Design timer_irq_ctrl, sky130hd; sources not shown.
run_1/clock_nets.png
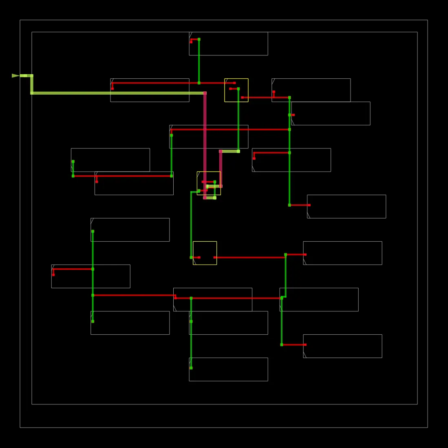
total CTS buffers: 3
clk_buf instances: 3

run_1/layers.png
Scale: 6 px per µm. Only two layers are drawn.
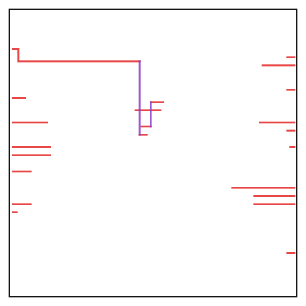
[M3] red | wire length: 99.1 µm
[M4] purple | wire length: 16.3 µm
overall routing resource usage: 13.56%
average routed wire per standard cell: 10.75 µm
total wirelength of the detailed-routed design: 1301 µm

run_1/pinout.png
Scale: 8 px per µm. Pins as bars across the die edge, other pins in grey.
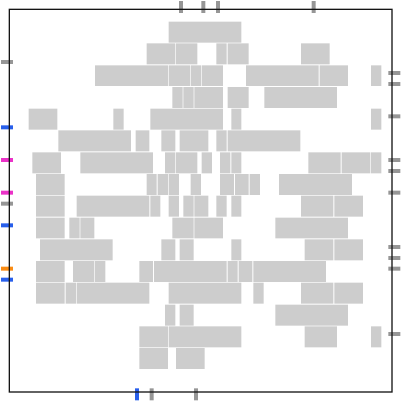
[`reset`] orange | pins: 1 | direction: input | edge: left
[`src`] blue | pins: 4 | direction: input | edge: 3 left, 1 bottom
[`vector`] magenta | pins: 2 | direction: output | edge: left
all pins by edge: 10 right, 8 left, 4 top, 3 bottom
input/output buffers: 20
die boundary height: 47.65 µm

run_1/gates.png
Scale: 8 px per µm.
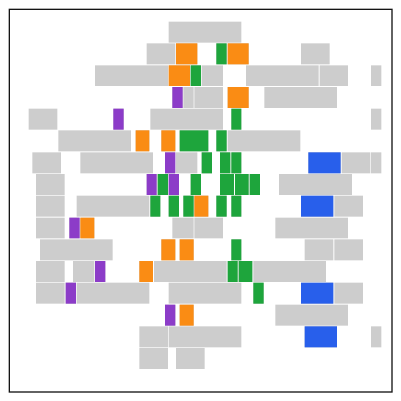
[mux cells] blue | cells: 4 | most used: mux2_2
[inv cells] purple | cells: 9 | most used: inv_1
[aoi and oai cells] orange | cells: 12 | most used: o21ai_0
[nand cells] green | cells: 22 | most used: nand2_1 | where: centre
commonest non-fill, non-tap cell in the layout: clkdlybuf4s50_1
Non-Filler Instances: 121
fraction of area in multi-input gates: 23.23%

==> run notes, run 1 <==
Numbers from the implementation run.

The run finished with clean final reports. The post-route met1 wirelength is approximately 600 µm. For reference, the critical path cell chain is clkdlybuf4s50_1. The category of the worst setup path capture point is a primary output. The final hold violation count is 0. Once the clock tree was built, the setup fixing pass inserted 0 buffers. The global-route met2 utilization is 20.82%. The share of power burned in the clock network is 15.6%.

Across the VDD grid, the largest voltage drop is 0.6566 mV. The area enclosed by the die boundary is between 2000 and 2500 µm². The repair_antennas step left the layout with diodes totalling 0. The biggest area contributor in the post-synthesis netlist is dfrtp_1. The cell with the largest stage delay on the worst path is clkdlybuf4s50_1. At the worst endpoint, the required time is about 1.5 ns. After legalization and detailed placement, the total HPWL measured between 900 and 1000 µm. The fraction of layout instances using a drive strength above 1 is under 10%.

The number of vias after detailed routing is 541. TritonCTS built the clock tree. Entering global routing, the biggest net connects 19 pins. Endpoints with negative setup slack in the final report add up to 0. The number of warning messages in the logs is 26. The via count of the first global-routing pass is 491. The global routing usage on met3 is 3.396%. The total cell area reported by yosys after synthesis is around 730 µm².
[run 1: power by group through the flow]
stage | combinational, mW | clock [mW] | sequential [mW]
2_1_floorplan | 0.248 | 0 | 0.636
3_3_place_gp | 0.478 | 0 | 0.646
3_5_place_dp | 0.487 | 0 | 0.645
4_1_cts | 0.499 | 0.212 | 0.639
5_1_grt | 0.555 | 0.227 | 0.655
6_report | 0.491 | 0.209 | 0.637
[run 1: Yosys cell counts]
cell,instances
mux2_2,4
nor2_1,1
inv_1,9
o31ai_1,2
o21ai_0,8
dfrtp_1,18
nand3_1,3
buf_4,4
o211ai_1,2
nand2_1,18
conb_1,1
nand3_2,1
[run 1: through the flow]
step / area (µm²) / power [mW] / setup slack, ns / util [%] / cells
finish: 974.7 / 1.337 / 0.2090 / 49.68 / 121
global route: 974.7 / 1.438 / 0.1692 / 49.68 / 121
CTS: 974.7 / 1.350 / 0.2127 / 49.68 / 121
detailed placement: 952.2 / 1.132 / 0.3728 / 48.53 / 118
global placement: 952.2 / 1.124 / 0.4344 / 48.53 / 118
floorplan: 740.7 / 0.8839 / 0.7536 / - / 74
[run 1: cells by family (layout without fill, tap and decap cells)]
kind of cell | after synthesis | after routing | synth area share, %
compound gates | 12 | 12 | 9.605
buf+inv | 13 | 33 | 8.748
flops | 18 | 18 | 61.75
mux | 4 | 4 | 6.175
other cells | 1 | 4 | 0.5141
simple gates | 23 | 23 | 13.21
[run 1: final cells by class]
type / count / area (µm²)
fill: 202 / 987.2
sequential: 18 / 450.4
multi-input combinational: 43 / 226.5
timing repair buffer: 21 / 207.7
inverter: 9 / 33.78
tap: 27 / 33.78
clock buffer: 3 / 22.52
[run 1: worst min-delay path: cells and delay by family]
kind	cells	cell delay, ns
buffers and inverters	3	0.68
==> run 1 -> run 2 <==
--- a/config.mk
+++ b/config.mk
@@ -6,7 +6,7 @@
 export NUM_CORES = 1
 export LEC_CHECK = 0
 export ABC_AREA = 1
-export CAP_MARGIN = 20
+export CAP_MARGIN = 25
 export CORE_MARGIN = 1
 export CORE_UTILIZATION = 35
 export DETAILED_ROUTE_END_ITERATION = 8
==> run 2 against run 1 <==
Setup slack stayed put. Core utilization stayed put. Critical path depth stayed put. Total power stayed put. Fmax stayed put. Non-clock buffer count stayed put. Worst hold slack stayed put. Largest cell class unchanged. Largest power group unchanged. Highest routed layer unchanged.
==> run notes, run 2 <==
Numbers from the implementation run.

The number of vias after detailed routing is 541 (unchanged). The mux share of post-synthesis cell area came to 6.175% (unchanged). The post-synthesis share of cell area spent on full adders, half adders and majority gates is 0% (unchanged). The number of enable flip-flop cells is 0 (unchanged).

The sequential share of the synthesized area is between 60% and 70%. The xor/xnor cell area share of the yosys netlist came to 0% (unchanged). Leaving out fill and tap cells, the most frequent cell in the layout is clkdlybuf4s50_1. The detailed-route wire length per cell is 10.75 µm (unchanged). Per STA, the worst path is made up of clkdlybuf4s50_1. The number of input and output port buffers inserted was 20 (unchanged). The total track usage was 13.56% (unchanged).

The worst path required time came to 1.48 ns (about the same). The total cell area reported by yosys after synthesis was 729.4 µm² (unchanged). The maximum vdd ir drop is 0.6566 mV (unchanged). Routability-driven placement finished with a final weighted congestion of between 0.7 and 0.8. Per the STA report, the cell with the highest stage delay on the worst path is clkdlybuf4s50_1. The pin count of the biggest net entering global routing is 19 (unchanged).

The setup-violating endpoint count in the final report is 0 (unchanged). The total power came to 1.337 mW (unchanged). Synthesis inferred 18 register bits.

The commonest cells after synthesis are dfrtp_1 (18), nand2_1 (18), inv_1 (9). The post-CTS setup-driven buffer insertion count is 0 (unchanged). The via count of the first global-routing pass is 491 (unchanged). The area fraction in and, or, nand and nor cells after synthesis was 13.21% (unchanged). The area enclosed by the die boundary is 2271 µm² (unchanged). The total of max-cap violations is 0. The fraction of registers with async set or reset after synthesis is 100.0% (unchanged). The number of warning messages in the logs was 26 (unchanged). Per the synthesis report, the single largest cell type by area occupies between 60% and 70% of cell area. Per the synth stats, the flop cell with the highest instance count is dfrtp_1. The flow ran to the end, and the final reports show no timing, DRC or antenna violations. The total routed wirelength came to 1301 µm (unchanged).

The biggest area consumer among synthesized cells is dfrtp_1. The number of buffers added by the clock tree synthesis step came to 3 (unchanged). TritonCTS built the clock tree.

The fraction of layout instances using a drive strength above 1 is 9.574% (unchanged). The tally of filler cells in the layout came to 202 (unchanged). The worst setup path is captured at a primary output. Per the post-route antenna check, the number of violating nets is 0.

The area share of and-or/or-and cells after synthesis was 9.605% (unchanged). The type of the worst setup path is flip-flop to primary output. The antenna diode count is 0 (unchanged).

The final hold violation count is 0 (unchanged). By area, the combinational part of the netlist is dominated by simple AND/OR/NAND/NOR gates. The total half-perimeter wirelength after legalization and detailed placement is 953.6 µm (unchanged).
==> run 2: cell counts after synthesis <==
Identical to the previous run, type by type.
==> run 2: per-layer routing <==
metal / GRT usage, % / vias to the layer above / part of all wire, % / wire length [µm]
met5: 0 / - / 0 / 0
met4: 6.667 / 0 / 1.2 / 16
met3: 3.396 / 4 / 7.6 / 99
met2: 20.82 / 23 / 45 / 587
met1: 17.94 / 241 / 46 / 598
li1: - / 273 / - / -
==> run 2: logic make-up after synthesis <==
group,after synthesis
AND-OR/OR-AND,12
flip-flops,18
multiplexers,4
AND/OR/NAND/NOR,23
buffers and inverters,13
other,1
==> run 2: report_power, final <==
group	leakage, nW	internal, mW	switching (mW)
Combinational	0.238	0.261	0.230
Sequential	0.205	0.546	0.0906
Clock	0.0138	0.0823	0.126
Total	0.456	0.890	0.447
==> run 2: metrics by stage <==
stage          util [%]  cell area (µm²)  setup slack [ns]  instances  hold slack (ns)
2_1_floorplan         -            740.7            0.7536         74          0.05857
3_3_place_gp      48.53            952.2            0.4344        118           0.3519
3_5_place_dp      48.53            952.2            0.3728        118           0.3597
4_1_cts           49.68            974.7            0.2127        121           0.1358
5_1_grt           49.68            974.7            0.1692        121           0.1864
6_report          49.68            974.7            0.2090        121           0.1226
==> run 2: worst register-to-register path, delay by kind of cell (launching register included) <==
family / cells / cell delay (ns)
and+or+nand+nor: 1 / 0.13
AOI/OAI and AO/OA: 2 / 0.29
DFF: 1 / 0.39
buffers and inverters: 1 / 0.12
==> run 2: area by class of cell <==
class | count | area (µm²) | share of cell area, %
Sequential cell | 18 | 450.4 | 46.21
Timing Repair Buffer | 21 | 207.7 | 21.31
Tap cell | 27 | 33.78 | 3.466
Multi-Input combinational cell | 43 | 226.5 | 23.23
Inverter | 9 | 33.78 | 3.466
Clock buffer | 3 | 22.52 | 2.311
run_2/pinout.png
Scale: 8 px per µm. Pins as bars across the die edge, other pins in grey.
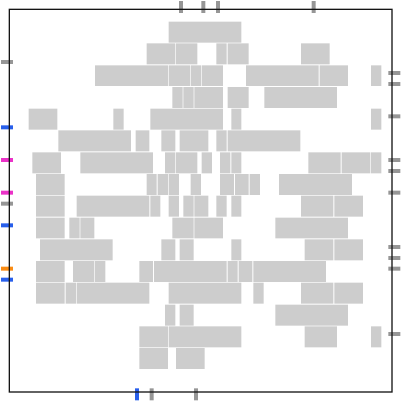
[`src`] blue | pins: 4 | direction: input | edge: 3 left, 1 bottom
[`reset`] orange | pins: 1 | direction: input | edge: left
[`vector`] magenta | pins: 2 | direction: output | edge: left
all pins by edge: 10 right, 8 left, 4 top, 3 bottom
Chip Width: 47.65 µm

run_2/clock_wires.png
Scale: 10 px per µm.
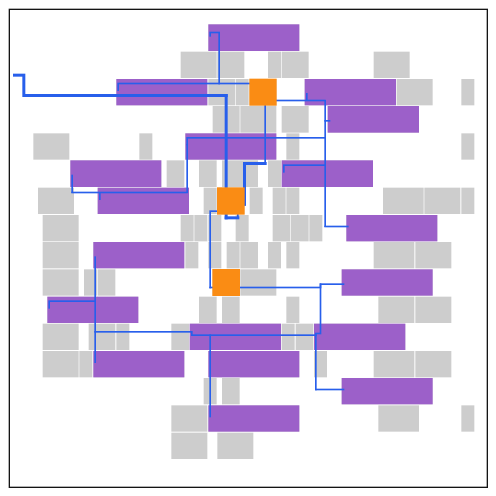
[clock-net drivers] orange | count: 3
[flip-flops] purple | count: 18
[clock wires] blue | length: 220 µm
routed clock nets: 4
clock distribution power: 209 µW
Skew-Pair Late Insertion Delay: 0.29 ns

Power is estimated from default activity; no workload was simulated.
